### Sizing map

The bar under the picture is 20 um long.
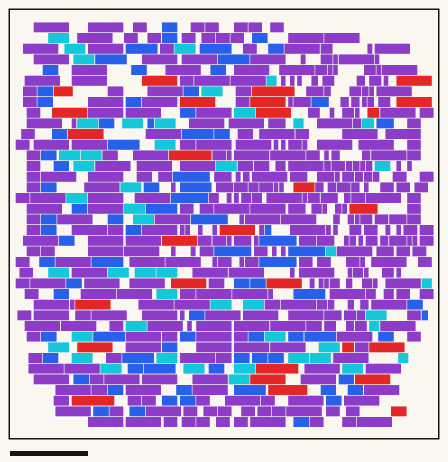
### The clock network

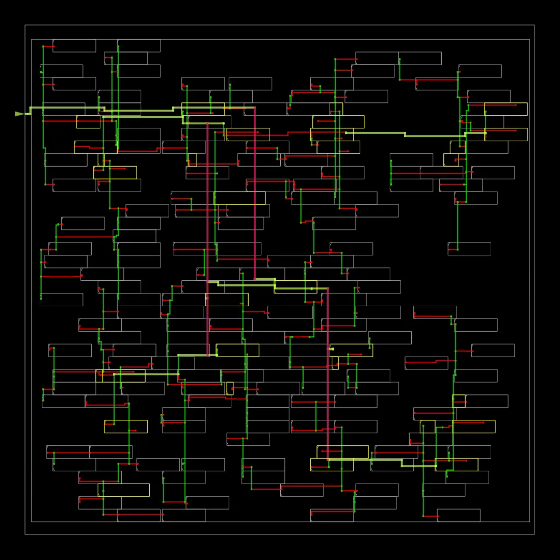
### Layout detail

Region (67, 12) to (97, 42) um. Cells in gray, sequential cells in the stronger gray; small squares are vias.
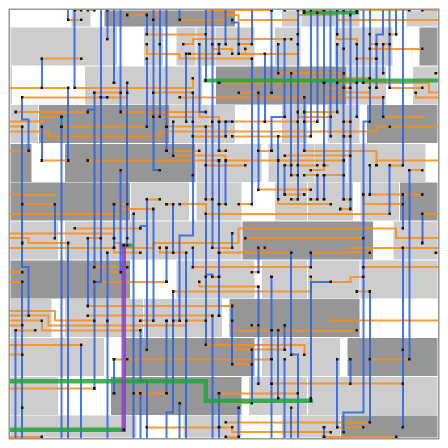
### Clock distribution

The bar under the picture is 20 um long.
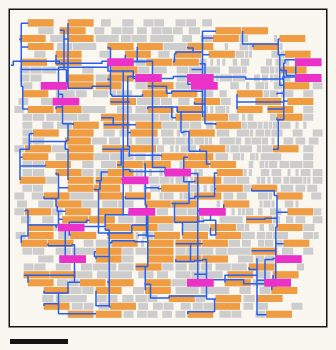
==> src/rtl/seg_scan_mux.sv <==
// seg_scan_mux: N-digit 7-segment scanner with frame-coherent double buffering,
// per-digit blink, PWM brightness and a blank lead-in on every digit slot.
module seg_scan_mux #(
    parameter int NUM_DIGITS     = 8,
    parameter int SEG_W          = 7,
    parameter int DIV            = 1350,
    parameter int BLANK_TICKS    = 1,
    parameter int BRIGHT_W       = 3,
    parameter int BLINK_FRAMES   = 64,
    parameter bit SEG_ACTIVE_LOW = 1'b1,
    parameter bit SEL_ACTIVE_LOW = 1'b0
) (
    input  logic                        i_clk,
    input  logic                        i_rst_n,
    input  logic                        i_enable,
    input  logic [NUM_DIGITS*SEG_W-1:0] i_digits_in,
    input  logic                        i_load,
    input  logic                        i_blink_en,
    input  logic [NUM_DIGITS-1:0]       i_blink_mask,
    input  logic [BRIGHT_W-1:0]         i_brightness,
    output logic [SEG_W-1:0]            o_segout,
    output logic [NUM_DIGITS-1:0]       o_selector,
    output logic                        o_frame_done
);
    localparam int SLOT_TICKS = BLANK_TICKS + 2**BRIGHT_W;
    localparam int CW = $clog2(DIV);
    localparam int PW = $clog2(SLOT_TICKS);
    localparam int DW = NUM_DIGITS > 1 ? $clog2(NUM_DIGITS) : 1;
    localparam int FW = BLINK_FRAMES > 1 ? $clog2(BLINK_FRAMES) : 1;
    localparam logic [SEG_W-1:0]      SEG_OFF = {SEG_W{SEG_ACTIVE_LOW}};
    localparam logic [NUM_DIGITS-1:0] SEL_OFF = {NUM_DIGITS{SEL_ACTIVE_LOW}};

    logic [CW-1:0]               r_cnt;
    logic [PW-1:0]               r_phase;
    logic [DW-1:0]               r_dig;
    logic [FW-1:0]               r_frame;
    logic                        r_blink;
    logic [NUM_DIGITS*SEG_W-1:0] r_pend;
    logic [NUM_DIGITS*SEG_W-1:0] r_act;
    logic                        r_pend_v;
    logic [SEG_W-1:0]            r_seg;
    logic [NUM_DIGITS-1:0]       r_sel;

    logic                  w_tick;
    logic                  w_slot_end;
    logic                  w_frame_end;
    logic                  w_frame_wrap;
    logic                  w_lit;
    logic [SEG_W-1:0]      w_seg;
    logic [NUM_DIGITS-1:0] w_onehot;

    assign w_tick       = i_enable && r_cnt == CW'(DIV - 1);
    assign w_slot_end   = w_tick && r_phase == PW'(SLOT_TICKS - 1);
    assign w_frame_end  = w_slot_end && r_dig == DW'(NUM_DIGITS - 1);
    assign w_frame_wrap = r_frame == FW'(BLINK_FRAMES - 1);
    // Lit only after the blank lead-in, for brightness+1 ticks, unless blinked off.
    assign w_lit = i_enable && int'(r_phase) >= BLANK_TICKS
                 && int'(r_phase) - BLANK_TICKS <= int'(i_brightness)
                 && !(i_blink_en && i_blink_mask[r_dig] && r_blink);
    assign w_seg    = r_act[r_dig*SEG_W +: SEG_W];
    assign w_onehot = NUM_DIGITS'(1) << r_dig;

    always_ff @(posedge i_clk or negedge i_rst_n) begin
        if (!i_rst_n) begin
            r_cnt    <= '0;
            r_phase  <= '0;
            r_dig    <= '0;
            r_frame  <= '0;
            r_blink  <= 1'b0;
            r_pend   <= '0;
            r_act    <= '0;
            r_pend_v <= 1'b0;
            r_seg    <= SEG_OFF;
            r_sel    <= SEL_OFF;
        end else begin
            r_cnt <= (!i_enable || w_tick) ? '0 : r_cnt + CW'(1);
            if (!i_enable) begin
                r_phase <= '0;
                r_dig   <= '0;
                r_frame <= '0;
            end else if (w_tick) begin
                r_phase <= w_slot_end ? '0 : r_phase + PW'(1);
                if (w_slot_end)
                    r_dig <= w_frame_end ? '0 : r_dig + DW'(1);
                if (w_frame_end) begin
                    r_frame <= w_frame_wrap ? '0 : r_frame + FW'(1);
                    r_blink <= r_blink ^ w_frame_wrap;
                end
            end
            if (i_load)
                r_pend <= i_digits_in;
            // A load on the boundary cycle bypasses the pending buffer entirely.
            r_pend_v <= (i_load || r_pend_v) && !w_frame_end;
            if (w_frame_end && (i_load || r_pend_v))
                r_act <= i_load ? i_digits_in : r_pend;
            r_sel <= w_lit ? w_onehot ^ SEL_OFF : SEL_OFF;
            r_seg <= w_lit ? w_seg ^ SEG_OFF : SEG_OFF;
        end
    end

    assign o_segout     = r_seg;
    assign o_selector   = r_sel;
    assign o_frame_done = w_frame_end;
endmodule

==> config.mk <==
export PLATFORM = sky130hd
export DESIGN_NAME = seg_scan_mux
export DESIGN_NICKNAME = d
export VERILOG_FILES = /design/src/rtl/seg_scan_mux.sv
export SDC_FILE = /design/constraint.sdc
export NUM_CORES = 1
export LEC_CHECK = 0
export CAP_MARGIN = 40
export CORE_UTILIZATION = 60
export CTS_CLUSTER_SIZE = 8
export DETAILED_ROUTE_END_ITERATION = 16
export HOLD_SLACK_MARGIN = 0.1
export PLACE_DENSITY = 0.87
export SLEW_MARGIN = 20
export SYNTH_ARGS = -nofsm -noshare
export SYNTH_HDL_FRONTEND = slang
export SYNTH_SLANG_ARGS = --single-unit
==> constraint.sdc <==
create_clock -name i_clk -period 6.8 [get_ports i_clk]
set_clock_uncertainty 0.1 [all_clocks]
set_input_delay 1.36 -clock i_clk [delete_from_list [all_inputs] [get_ports i_clk]]
set_output_delay 1.36 -clock i_clk [all_outputs]
set_load 0.05 [all_outputs]
==> Slide: Implementation Results <==
Key Metrics from the Run

Setup path
  – Critical Path Max Stage Delay: between 800 and 900 ps
  – Worst path most repeated cell: sky130_fd_sc_hd__clkdlybuf4s50_1
  – Critical path buffer and inverter count: 3
  – Required time of the critical path: 5340 ps
  – Beginning of the critical path: i_enable
  – Critical path cell sequence: clkdlybuf4s50_1, inv_1, nor3_1, clkdlybuf4s50_1

Global routing
  – Global routing usage on met3: 8.07%
  – Global-route wire length before repair: between 20000 and 25000 um
  – Met1 demand-to-capacity share in global routing: 34.6%

Worst hold path
  – Hold WC Path Type: register to register

Routing
  – Via density: 5.83
  – Met3 wire len: 780 um

Logic synthesis
  – Largest cells by area after synthesis: sky130_fd_sc_hd__dfrtp_1 (53%), sky130_fd_sc_hd__mux2_2 (9.2%), sky130_fd_sc_hd__mux2_4 (8.7%)
  – Post-Syn Area: between 6000 and 7000 um^2
  – List of most frequent post-synthesis cells: sky130_fd_sc_hd__dfrtp_1 (146), sky130_fd_sc_hd__mux2_2 (56), sky130_fd_sc_hd__mux2_4 (40), sky130_fd_sc_hd__nand2_1 (30), sky130_fd_sc_hd__nor2_1 (25)

Timing
  – Period utilization: 73.4%
  – Number of failing setup endpoints in the final timing report: 0
  – Achievable frequency: 0.200 GHz

Status
  – Run status: finished, final reports clean

Final layout
  – Most common library cell in the layout ignoring fill and taps: sky130_fd_sc_hd__dfrtp_1

Pwr
  – Pwr/cell area: 247 nW/um^2

Flow run
  – Max-cap check violation count: 0
-- 'Sizing map' (at the start) --
blue -> x2  # cells 83
red -> x6 and larger  # cells 28
cyan -> x3 and x4  # cells 48
purple -> x1 and smaller  # cells 423
count of non-CTS buffers in the layout: 95
final setup margin: 1810 ps
total non-filler cell area in the finished layout: 8520 um^2
Area Growth Syn to Fin: 23.7%

-- 'The clock network' (at the start) --
clock-net power: 0.991 mW
Clock buffer cells: 22
worst-skew pair later-pin latency: 420 ps
number of sequential cells in the layout: 153
clock sink count: 153

-- 'Layout detail' (at the start) --
blue -> M2
purple -> M4
orange -> M1
green -> M3
netlist names of flops here include = `r_act` (6), `r_pend` (4), `r_frame` (2)
sequential cells in the window = 12
cells with their middle in the window = 54
most frequent = dfrtp_1 (12), mux2_2 (6), mux2_4 (6)

-- 'Clock distribution' (at the start) --
orange -> flip-flops  # count 153
blue -> clock wires  # length 1720 um
magenta -> clock-net drivers  # count 17
flops lie = all over the die
part of the total power dissipated in the clock network: 47.0%

No activity file was given, so power comes from the tool's default toggle rates.
